[config.mk]
export PLATFORM = sky130hd
export DESIGN_NAME = fp_alu_arbiter
export DESIGN_NICKNAME = d
export VERILOG_FILES = /design/src/rtl/fp_alu_arb_pkg.sv /design/src/rtl/rr_arbiter.sv /design/src/rtl/fp_alu_arbiter.sv
export SDC_FILE = /design/constraint.sdc
export NUM_CORES = 1
export LEC_CHECK = 0
export ABC_AREA = 1
export CELL_PAD_IN_SITES_DETAIL_PLACEMENT = 2
export CELL_PAD_IN_SITES_GLOBAL_PLACEMENT = 2
export CORE_MARGIN = 3
export CORE_UTILIZATION = 22
export CTS_BUF_LIST = sky130_fd_sc_hd__clkbuf_16
export CTS_CLUSTER_SIZE = 8
export DETAILED_ROUTE_END_ITERATION = 7
export PLACE_DENSITY = 0.95
export SETUP_SLACK_MARGIN = 0.5
export SLEW_MARGIN = 40
export SYNTH_ARGS = -nofsm -noshare
export SYNTH_HDL_FRONTEND = slang
export SYNTH_SLANG_ARGS = --single-unit
[constraint.sdc]
create_clock -name clk -period 4.39 [get_ports clk]
set_input_delay 1.0975 -clock clk [delete_from_list [all_inputs] [get_ports clk]]
set_output_delay 1.0975 -clock clk [all_outputs]
set_load 0.01 [all_outputs]
[src/rtl/fp_alu_arb_pkg.sv]
// Shared types and constants for the FP ALU round-robin arbiter.
package fp_alu_arb_pkg;

  localparam int unsigned DATA_W = 32;
  localparam int unsigned FLAG_W = 5;

  typedef enum logic [1:0] {
    ST_IDLE,
    ST_ISSUE,
    ST_WAIT,
    ST_RESP
  } state_e;

  typedef enum logic [1:0] {
    OP_ADD,
    OP_SUB,
    OP_MUL,
    OP_DIV
  } op_e;

  localparam logic [DATA_W-1:0] QNAN16 = 32'h00007E00;
  localparam logic [DATA_W-1:0] QNAN32 = 32'h7FC00000;

endpackage

[src/rtl/rr_arbiter.sv]
// Combinational round-robin pick: first set request after last_grant, wrapping.
module rr_arbiter
  import fp_alu_arb_pkg::*;
#(
  parameter int unsigned NREQ = 4
) (
  input  logic [NREQ-1:0]         req,
  input  logic [$clog2(NREQ)-1:0] last_grant,
  output logic [NREQ-1:0]         grant,
  output logic [$clog2(NREQ)-1:0] grant_id
);

  localparam int unsigned IDW = $clog2(NREQ);

  logic           found;
  logic [IDW-1:0] idx;

  always_comb begin
    grant    = '0;
    grant_id = '0;
    found    = 1'b0;
    idx      = '0;
    for (int unsigned k = 1; k <= NREQ; k++) begin
      idx = IDW'((32'(last_grant) + k) % NREQ);
      if (!found && req[idx]) begin
        found      = 1'b1;
        grant[idx] = 1'b1;
        grant_id   = idx;
      end
    end
  end

endmodule

[src/rtl/fp_alu_arbiter.sv]
// Round-robin scheduler sharing one FP ALU among NREQ requesters, one op in flight.
// Optional WAIT watchdog enabled by defining FP_ARB_TIMEOUT_EN.
module fp_alu_arbiter
  import fp_alu_arb_pkg::*;
#(
  parameter int unsigned NREQ    = 4,
  parameter int unsigned TIMEOUT = 64
) (
  input  logic                         clk,
  input  logic                         rst,
  input  logic [NREQ-1:0]              req_valid,
  output logic [NREQ-1:0]              req_ready,
  input  logic [NREQ-1:0][DATA_W-1:0]  req_op_a,
  input  logic [NREQ-1:0][DATA_W-1:0]  req_op_b,
  input  logic [NREQ-1:0][1:0]         req_op_code,
  input  logic [NREQ-1:0]              req_mode_fp,
  output logic [DATA_W-1:0]            alu_op_a,
  output logic [DATA_W-1:0]            alu_op_b,
  output logic [1:0]                   alu_op_code,
  output logic                         alu_mode_fp,
  output logic                         alu_start,
  input  logic [DATA_W-1:0]            alu_result,
  input  logic [FLAG_W-1:0]            alu_flags,
  input  logic                         alu_valid_out,
  output logic                         rsp_valid,
  input  logic                         rsp_ready,
  output logic [$clog2(NREQ)-1:0]      rsp_id,
  output logic [DATA_W-1:0]            rsp_result,
  output logic [FLAG_W-1:0]            rsp_flags,
  output logic                         rsp_timeout
);

  localparam int unsigned IDW = $clog2(NREQ);

  state_e         state_q, state_d;
  logic [IDW-1:0] last_grant_q;
  logic [IDW-1:0] op_id_q;
  logic [IDW-1:0] grant_id;
  logic [NREQ-1:0] grant;
  logic           accept;
  logic           tmo_hit;
  logic           wait_done;

  rr_arbiter #(.NREQ(NREQ)) u_rr (
    .req        (req_valid),
    .last_grant (last_grant_q),
    .grant      (grant),
    .grant_id   (grant_id)
  );

  // Offer only in IDLE, and never while reset is asserted.
  assign req_ready = (state_q == ST_IDLE && rst) ? grant : '0;
  assign accept    = |req_ready;
  assign wait_done = (state_q == ST_WAIT) && (alu_valid_out || tmo_hit);

  always_comb begin
    state_d = state_q;
    unique case (state_q)
      ST_IDLE:  if (accept) state_d = ST_ISSUE;
      ST_ISSUE: state_d = ST_WAIT;
      ST_WAIT:  if (alu_valid_out || tmo_hit) state_d = ST_RESP;
      ST_RESP:  if (rsp_ready) state_d = ST_IDLE;
      default:  state_d = ST_IDLE;
    endcase
  end

  always_ff @(posedge clk or negedge rst) begin
    if (!rst) begin
      state_q      <= ST_IDLE;
      last_grant_q <= IDW'(NREQ - 1);
      op_id_q      <= '0;
      alu_op_a     <= '0;
      alu_op_b     <= '0;
      alu_op_code  <= '0;
      alu_mode_fp  <= 1'b0;
      alu_start    <= 1'b0;
      rsp_valid    <= 1'b0;
      rsp_id       <= '0;
      rsp_result   <= '0;
      rsp_flags    <= '0;
    end else begin
      state_q   <= state_d;
      alu_start <= accept;
      if (accept) begin
        alu_op_a     <= req_op_a[grant_id];
        alu_op_b     <= req_op_b[grant_id];
        alu_op_code  <= req_op_code[grant_id];
        alu_mode_fp  <= req_mode_fp[grant_id];
        op_id_q      <= grant_id;
        last_grant_q <= grant_id;
      end
      // A real completion wins over an expiring watchdog.
      if (wait_done) begin
        rsp_valid <= 1'b1;
        rsp_id    <= op_id_q;
        if (alu_valid_out) begin
          rsp_result <= alu_result;
          rsp_flags  <= alu_flags;
        end else begin
          rsp_result <= alu_mode_fp ? QNAN16 : QNAN32;
          rsp_flags  <= '0;
        end
      end else if (state_q == ST_RESP && rsp_ready) begin
        rsp_valid <= 1'b0;
      end
    end
  end

`ifdef FP_ARB_TIMEOUT_EN
  localparam int unsigned TW = $clog2(TIMEOUT + 1);

  logic [TW-1:0] tmo_cnt_q;

  assign tmo_hit = (tmo_cnt_q == TW'(TIMEOUT - 1));

  always_ff @(posedge clk or negedge rst) begin
    if (!rst) begin
      tmo_cnt_q   <= '0;
      rsp_timeout <= 1'b0;
    end else begin
      if (state_q == ST_ISSUE)     tmo_cnt_q <= '0;
      else if (state_q == ST_WAIT) tmo_cnt_q <= tmo_cnt_q + 1'b1;
      if (wait_done) rsp_timeout <= !alu_valid_out;
    end
  end
`else
  logic unused_timeout;

  assign unused_timeout = ^32'(TIMEOUT);
  assign tmo_hit        = 1'b0;
  assign rsp_timeout    = 1'b0;
`endif

endmodule

==> images/logic_types.png <==
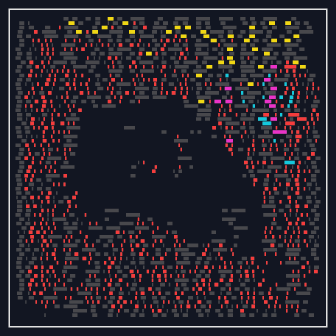
[nand cells] red | cells: 741 | where: all over the die
[aoi and oai cells] cyan | cells: 18 | where: north-east
[mux cells] yellow | cells: 37
[fa/ha/maj cells] magenta | cells: 12
most used logic cell in the final layout: nand2_1
combinational fraction of the cell area: 32.4%
post-route insts no fill: 2028

==> job_summary.md <==
### Yosys + OpenROAD results

| Metric | Value |
|---|---|
| Run status | `completed` |
| Cell taking the most area after synthesis | `dfrtp_1` |
| Cell count in the Yosys report | `1162` |
| Number of flops mapped to enable cells by yosys | `0` |
| Total number of nets in the final design | `1873` |
| IR drop worst, VDD | `0.000822 V` |
| Sort of element at the start of the critical path | `primary input` |
| Final core utilization | `37.4%` |
| Detailed placement HPWL | `30.9 mm` |
| F_max | `260 MHz` |
| Ports placed on the boundary | `426` |
| Vias after detailed routing | `9462` |
| Adder-cell share of the synthesized area | `1.87%` |
| Met1 track demand over resource | `24.0%` |
| Fraction of area in registers | `21.3%` |
| Synth Cell Area | `0.00805 mm²` |
| Type of the tightest min-delay check | `reg -> reg` |
| Slowest Stage Delay on Critical Path | `0.48 ns` |
| Final-report setup violation count | `0` |
| GR Overflow Total | `0` |
| Yosys stat chip area | `0.00805 mm²` |
| Core outline area | `0.0358 mm²` |
| Power density over cell area | `956 mW/mm²` |
| Gr usage total | `21.0%` |
| Drt first-iter violations | `328` |
| Area growth from synthesis to layout | `66.7%` |
| Count of fill cells added during filler insertion | `4121` |
| Fraction of the yosys area taken by sequential cells | `35.5%` |
| Met3 GRT Util | `4.50%` |
| Number of buffers inserted during clock tree synthesis | `17` |
| Minimum setup slack among reg-to-reg paths | `0.91 ns` |
| Port Buf Inserts | `424` |
| Last weighted congestion value of the routability-driven placer | `0.847` |
| Setup repair bufs after CTS | `1` |
| Number of global-route vias before repair | `10800` |
| Area share of the largest cell type after synthesis | `34.8%` |
| Headroom to the max-slew limit | `50.2%` |
| Top cells by instance count after synthesis | `nand2_1, inv_1, nand3_1` |
| Worst setup path class | `in -> out` |
| Busiest layer in global routing | `met2` |
| Inverter count of the layout excluding clock inverters | `157` |
| Buffer share of cell area | `33.2%` |
| Synthesized Nets | `1487` |
| Buffer count excluding the clock tree in the final layout | `443` |
| Yosys warning count | `0` |
| Flip-flop and latch count after synthesis | `114` |
| Main area contributors | `dfrtp_1, nand2_1, nand3b_1, nand3_1, inv_1` |
| Share of the clock period used by the worst path | `87.6%` |
| Sort of element at the end of the critical path | `output port` |
| Prevailing logic family in the synthesized netlist | `simple AND/OR/NAND/NOR gates` |
| Mux area share | `5.18%` |
| Floorplan utilization | `22.5%` |
| Wire length per cell | `20.6 µm` |
| Worst endpoint required time | `3.29 ns` |
| Area of the multi-input gates | `0.00435 mm²` |
| H-tree depth | `4` |
| Endpoints failing hold | `0` |
| Complex-gate fraction of the synthesized area | `1.45%` |
| Place WS | `0.129 ns` |
| Final worst slack | `0.544 ns` |
| Ratio of cells with drive above 1 in the final layout | `7.56%` |
| Arr. time, crit path | `2.75 ns` |
| Resized cells post-CTS | `14` |
| Total iterations of the first detailed-routing run | `4` |
| Ant. Diodes | `6` |
==> images/clocks.png <==
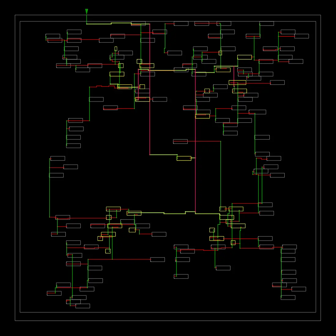
Clock Power: 1400 µW
layout clock buffer count: 17

-- sequential cells by signal, summed over array words and instances (netlist names) --
| name | count |
|---|---|
| alu_mode_fp | 1 |
| alu_op_a | 32 |
| alu_op_b | 32 |
| alu_op_code | 2 |
| alu_start | 1 |
| last_grant_q | 2 |
| op_id_q | 2 |
| rsp_flags | 5 |
| rsp_id | 2 |
| rsp_result | 32 |
| rsp_valid | 1 |
| state_q | 2 |
-- placed cells by master, fill, tap and decap left out, types with 5 or more instances in the layout --
cell type	instances
nand3b_1	134
nor2_4	5
dfrtp_1	112
ha_1	11
nand2_2	5
inv_6	6
diode_2	6
buf_4	14
nand3_1	146
buf_12	5
clkdlybuf4s50_1	418
clkbuf_16	17
mux2_2	37
o21ai_0	7
nand2_1	446
inv_1	151
-- power by group --
group,internal [µW],switching [µW]
combinational,3430,6050
sequential,1620,325
clock,797,603
total,5840,6980
-- stage by stage --
| stage | cells | cell area, µm² |
|---|---|---|
| 2_1_floorplan | 1162 | 8050 |
| 3_3_place_gp | 1986 | 12700 |
| 3_5_place_dp | 1986 | 12700 |
| 4_1_cts | 2020 | 13400 |
| 5_1_grt | 2026 | 13400 |
| 6_report | 2028 | 13400 |
-- final timing paths --
kind                                       from        endpoint  depth (start not counted)
worst min-delay path               alu_op_b[26]    alu_op_b[26]                          2
worst min register to register     alu_op_b[26]    alu_op_b[26]                          2
worst max register to register  last_grant_q[0]    alu_op_a[20]                         17
max in group asynchronous                   rst    alu_op_b[26]                          3
min in group asynchronous                   rst  rsp_result[28]                          2
worst max-delay path               req_valid[2]    req_ready[2]                         12
-- routing by layer --
layer	vias up	wire [µm]
li1	4414	-
met1	4696	16400
met2	290	22000
met3	60	2210
met4	2	1100
met5	-	13
Power and IR drop assume default switching activity.
